Fig. 1: M1 wires
Supply wires on this layer in gray.
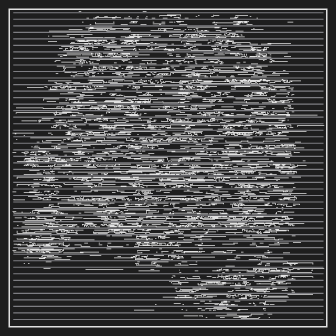
Fig. 2: signal wires on met2
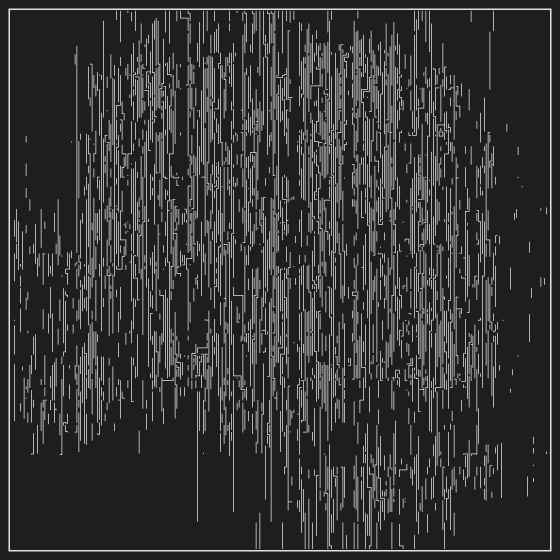
Fig. 3: met3 routing
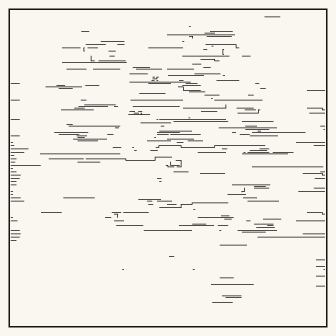
$ cat src/rtl/inst_encoder_pkg.sv
// Shared encodings for the MIPS-style instruction encoder and decoder.
// Opcodes, funct codes, ALU control codes and request kinds.
package inst_encoder_pkg;

  localparam logic [5:0] OP_RTYPE = 6'b000000;
  localparam logic [5:0] OP_LW    = 6'b100011;
  localparam logic [5:0] OP_SW    = 6'b101011;
  localparam logic [5:0] OP_BEQ   = 6'b000100;

  localparam logic [5:0] FN_ADD = 6'b100000;
  localparam logic [5:0] FN_SUB = 6'b100010;
  localparam logic [5:0] FN_AND = 6'b100100;
  localparam logic [5:0] FN_OR  = 6'b100101;

  localparam logic [3:0] ALU_AND = 4'b0000;
  localparam logic [3:0] ALU_OR  = 4'b0001;
  localparam logic [3:0] ALU_ADD = 4'b0010;
  localparam logic [3:0] ALU_SUB = 4'b0110;

  typedef enum logic [1:0] {
    KIND_R   = 2'b00,
    KIND_LW  = 2'b01,
    KIND_SW  = 2'b10,
    KIND_BEQ = 2'b11
  } kind_e;

endpackage

$ cat src/rtl/inst_fifo.sv
// Synchronous FIFO with registered storage and power-of-two depth.
// Push is refused when full, even if a pop happens in the same cycle.
module inst_fifo #(
  parameter int W     = 32,
  parameter int DEPTH = 4
) (
  input  logic         clk,
  input  logic         rst_n,
  input  logic         push,
  input  logic         pop,
  input  logic [W-1:0] din,
  output logic [W-1:0] dout,
  output logic         full,
  output logic         empty
);

  localparam int AW = $clog2(DEPTH);
  localparam int CW = AW + 1;

  logic [W-1:0]  r_mem [DEPTH];
  logic [AW-1:0] r_wr;
  logic [AW-1:0] r_rd;
  logic [CW-1:0] r_cnt;
  logic          w_push;
  logic          w_pop;

  assign full   = (r_cnt == CW'(DEPTH));
  assign empty  = (r_cnt == '0);
  assign w_push = push & ~full;
  assign w_pop  = pop & ~empty;
  assign dout   = r_mem[r_rd];

  always_ff @(posedge clk or negedge rst_n) begin
    if (!rst_n) begin
      r_wr  <= '0;
      r_rd  <= '0;
      r_cnt <= '0;
      for (int i = 0; i < DEPTH; i++) r_mem[i] <= '0;
    end else begin
      if (w_push) begin
        r_mem[r_wr] <= din;
        r_wr        <= r_wr + AW'(1);
      end
      if (w_pop) r_rd <= r_rd + AW'(1);
      case ({w_push, w_pop})
        2'b10:   r_cnt <= r_cnt + CW'(1);
        2'b01:   r_cnt <= r_cnt - CW'(1);
        default: r_cnt <= r_cnt;
      endcase
    end
  end

endmodule

$ cat src/rtl/inst_encoder.sv
// Packs op kind, ALU code and fields into a 32-bit instruction word.
// Words are queued in a FIFO; bad R-type ALU codes are dropped and counted.
module inst_encoder
  import inst_encoder_pkg::*;
#(
  parameter int DEPTH = 4,
  parameter int CNT_W = 16
) (
  input  logic             clk,
  input  logic             rst_n,
  input  logic             in_valid,
  output logic             in_ready,
  input  logic [1:0]       in_kind,
  input  logic [3:0]       in_alu_ctr,
  input  logic [4:0]       in_rs,
  input  logic [4:0]       in_rt,
  input  logic [4:0]       in_rd,
  input  logic [4:0]       in_shamt,
  input  logic [15:0]      in_imm,
  output logic             out_valid,
  input  logic             out_ready,
  output logic [31:0]      out_inst,
  output logic             err,
  output logic [7:0]       err_cnt,
  output logic [CNT_W-1:0] issued_cnt
);

  kind_e            w_kind;
  logic [5:0]       w_funct;
  logic             w_fn_ok;
  logic [31:0]      w_inst;
  logic             w_bad;
  logic             w_accept;
  logic             w_push;
  logic             w_pop;
  logic             w_full;
  logic             w_empty;
  logic             r_err;
  logic [7:0]       r_err_cnt;
  logic [CNT_W-1:0] r_issued;

  assign w_kind = kind_e'(in_kind);

  always_comb begin
    w_funct = '0;
    w_fn_ok = 1'b1;
    case (in_alu_ctr)
      ALU_ADD: w_funct = FN_ADD;
      ALU_SUB: w_funct = FN_SUB;
      ALU_AND: w_funct = FN_AND;
      ALU_OR:  w_funct = FN_OR;
      default: w_fn_ok = 1'b0;
    endcase
  end

  always_comb begin
    w_inst = '0;
    w_bad  = 1'b0;
    unique case (w_kind)
      KIND_R: begin
        w_inst = {OP_RTYPE, in_rs, in_rt, in_rd, in_shamt, w_funct};
        w_bad  = ~w_fn_ok;
      end
      KIND_LW:  w_inst = {OP_LW, in_rs, in_rt, in_imm};
      KIND_SW:  w_inst = {OP_SW, in_rs, in_rt, in_imm};
      KIND_BEQ: w_inst = {OP_BEQ, in_rs, in_rt, in_imm};
    endcase
  end

  // Rejected requests still complete the handshake, they just never enqueue.
  assign w_accept = in_valid & in_ready;
  assign w_push   = w_accept & ~w_bad;
  assign w_pop    = out_valid & out_ready;

  inst_fifo #(
    .W     (32),
    .DEPTH (DEPTH)
  ) u_fifo (
    .clk   (clk),
    .rst_n (rst_n),
    .push  (w_push),
    .pop   (w_pop),
    .din   (w_inst),
    .dout  (out_inst),
    .full  (w_full),
    .empty (w_empty)
  );

  assign in_ready  = ~w_full;
  assign out_valid = ~w_empty;

  always_ff @(posedge clk or negedge rst_n) begin
    if (!rst_n) begin
      r_err     <= 1'b0;
      r_err_cnt <= '0;
      r_issued  <= '0;
    end else begin
      r_err <= w_accept & w_bad;
      if (w_accept && w_bad && (r_err_cnt != 8'hFF))
        r_err_cnt <= r_err_cnt + 8'd1;
      if (w_pop) r_issued <= r_issued + CNT_W'(1);
    end
  end

  assign err        = r_err;
  assign err_cnt    = r_err_cnt;
  assign issued_cnt = r_issued;

endmodule

$ cat config.mk
export PLATFORM = sky130hd
export DESIGN_NAME = inst_encoder
export DESIGN_NICKNAME = d
export VERILOG_FILES = /design/src/rtl/inst_encoder_pkg.sv /design/src/rtl/inst_fifo.sv /design/src/rtl/inst_encoder.sv
export SDC_FILE = /design/constraint.sdc
export NUM_CORES = 1
export LEC_CHECK = 0
export ABC_AREA = 1
export ABC_CLOCK_PERIOD_IN_PS = 3700
export CORE_UTILIZATION = 50
export DETAILED_ROUTE_END_ITERATION = 8
export PLACE_DENSITY = 0.84
export SETUP_SLACK_MARGIN = 0.3
export SYNTH_ARGS = -nofsm -noshare
export SYNTH_HDL_FRONTEND = slang
export SYNTH_HIERARCHICAL = 1
export SYNTH_SLANG_ARGS = --single-unit
$ cat constraint.sdc
create_clock -name clk -period 3.7 [get_ports clk]
set_input_delay 1.11 -clock clk [delete_from_list [all_inputs] [get_ports clk]]
set_output_delay 1.11 -clock clk [all_outputs]
set_load 0.1 [all_outputs]
==> notes.md <==
Implementation numbers.

- The library cell used most frequently in the layout, excluding fill and tap cells, is nand2_1.
- The worst hold path terminates at u_fifo/r_mem[5].
- The setup slack after placement is about 0.27 ns.
- The largest net degree at the start of global routing is between 90 and 100.
- The layout multi-input combinational cell count is about 800.
- The area fraction of the dominant cell type after synthesis is 0.4759.
- Of the total synthesized cell area, the portion taken by AND, OR, NAND and NOR gates is 0.3394.
- In the floorplan report the effective utilization is 0.5091.
- Sequential cells placed in the final layout were counted as ~160.
- The signal on the critical path passes through inv_2, buf_4, o21ai_0, o21ai_1, buf_12.
- The dominant kind of cell by area is flip-flops and latches.
- The layout has 129 buffers outside the clock class.
- After global routing the overflow that remains totals 0.
- In this run the tools logged warnings totalling 35.
- Leaving out fill and tap cells, the most frequent cells in the layout are 348 x nand2_1, 159 x dfrtp_1, 132 x nand4_1.
- In this run, post-CTS repair resized a total of 0 instances.
- The number of routed nets with antenna violations is 0.
- The initial antenna violation count is 0.
- In the synthesized netlist the dominant register cell turns out to be dfrtp_1.
- Sorting the synthesized cells by how often they occur yields 348 x nand2_1, 160 x dfrtp_1, 132 x nand4_1, 112 x nor2_1, 77 x o21ai_1.
- The launch point of the worst min-delay path is recorded as u_fifo/r_mem[5].
- The path depth of the worst reg2reg path is 7.
- Registers take between 0.004 and 0.005 mm^2.
- The fraction of area in registers is 0.3851.
- The number of global-route vias before repair was between 7000 and 8000.
- In this run, the synthesized area fraction spent on adder and majority cells is recorded as 0.02320.
- Per the post-CTS timing run, clock transition at the registers of the reported paths is around 0.060 ns.
- The biggest combinational cell group after synthesis is simple AND/OR/NAND/NOR gates.
- The last timing report of the flow puts the setup violation total at 0.
- The flow ran to the end, and the final reports show no timing, DRC or antenna violations.
- The number of warnings reported in the yosys synthesis log is 6.
- After synthesis, the chip area reported by Yosys is ~0.0084 mm^2.
- The tightest slew margin relative to the limit is 0.3517.
- Counting every sink on the clock net gives approximately 160.
- The start point of the critical path is u_fifo/r_rd[0].
- The number of rows created at floorplan is around 47.
- Looking at the clock tree report, the maximum root-to-sink buffer count equals 2.
- The clock H-tree reported by CTS has 4 levels.
- In this run, synthesis produced a sequential element count of approximately 160.
- The report gives the cell count of the worst hold path as 2.
- Per the timing report, the achievable frequency comes out to approximately 0.31 GHz.
- At the pin with the least slew margin, the transition time is between 0.9 and 1 ns.
- Setup repair after global routing left no endpoint under its margin.
- The register share after synthesis is 0.4759.
- The fraction of layout cells with a size suffix above 1 is 0.1261.
- The detailed router finished its first iteration with 816 violations.
- The antenna diode count is 0.
- The routed design has 22260 um of wire.
- Per the layout report, the design carries approximately 47 non-clock inverters.
- The timing report gives the biggest stage delay along the critical path as roughly 0.43 ns.
- The buffers plus inverters on the worst setup path is 3.
- The final worst clock skew is 0.006728 ns.
- The critical path class is flop to output pin.
- The post-CTS setup buffer count is 0.
- After layout, the minimum clock period comes to roughly 3.2 ns.
- The setup slack after layout is roughly 0.47 ns.
- The layout report lists the non-clock buffer share of cell area as 0.1486.
- After synthesis, the share of cell area in mux cells is 0.
- Clock latency on the worst-skew pair, taken at its later pin, is roughly 0.43 ns.
- The top cell type by instance count after synthesis is nand2_1.
- The data required time reported for the critical path is 2.59 ns.
- The total clock buffers created by CTS is 17.
- Of all the cell area in the finished design, the clock network holds 0.05606.
- The final sum of negative setup slack is 0 ns.
- The kind of end point of the critical path is an output pin.
- The number of iterations in the first detailed-routing pass is 5.
- The worst setup path is launched from a flop.
- The core region area is roughly 0.017 mm^2.
- Counting the fill cells in the layout gives 1316.
- The area fraction in compound gates is 0.07228.
- The detail-routed net length per standard cell is around 16 um.
- According to the finish report, the design has a final net count of approximately 1200.
- The critical-path cell with the highest stage delay is dfrtp_2.
- Of the total standard cell area in the layout, the multi-input combinational portion is 0.3667.
- For this run, asynchronously set or reset flops after synthesis account for 1.000.
- The tally of buffers added on design ports is between 100 and 150.
-- Fig. 1 (at the start) --
The longest straight run is 44.6 um. The layer carries 9110 um of wire.

-- Fig. 2 (at the start) --
The wires run mostly vertical. The longest straight run is 53.2 um. 927 nets have wire on it. The layer holds 49% of the routed length. The layer carries 10900 um of wire.

-- Fig. 3 (at the start) --
The layer holds 7.8% of the routed length. The layer carries 1730 um of wire. The wires run mostly horizontal.

==> registers in the layout, indices dropped and copies added (netlist names) <==
signal,cells
u_fifo/r_mem,128
issued_cnt,16
err_cnt,8
u_fifo/r_cnt,3
u_fifo/r_rd,2
u_fifo/r_wr,2
err,1
==> per-layer routing <==
layer | vias to the layer above | part of all wire | wire length, um
li1 | 3674 | - | -
met1 | 3809 | 0.41 | 9114
met2 | 410 | 0.49 | 10880
met3 | 49 | 0.078 | 1731
met4 | 0 | 0.024 | 528
met5 | - | 0 | 0
==> through the flow <==
stage / hold slack [ns] / cell area [um^2]
finish: 0.4693 / 10400
CTS: 0.4686 / 10400
global route: 0.4870 / 10400
floorplan: 0.4366 / 8424
detailed placement: 0.4533 / 9817
global placement: 0.4482 / 9817
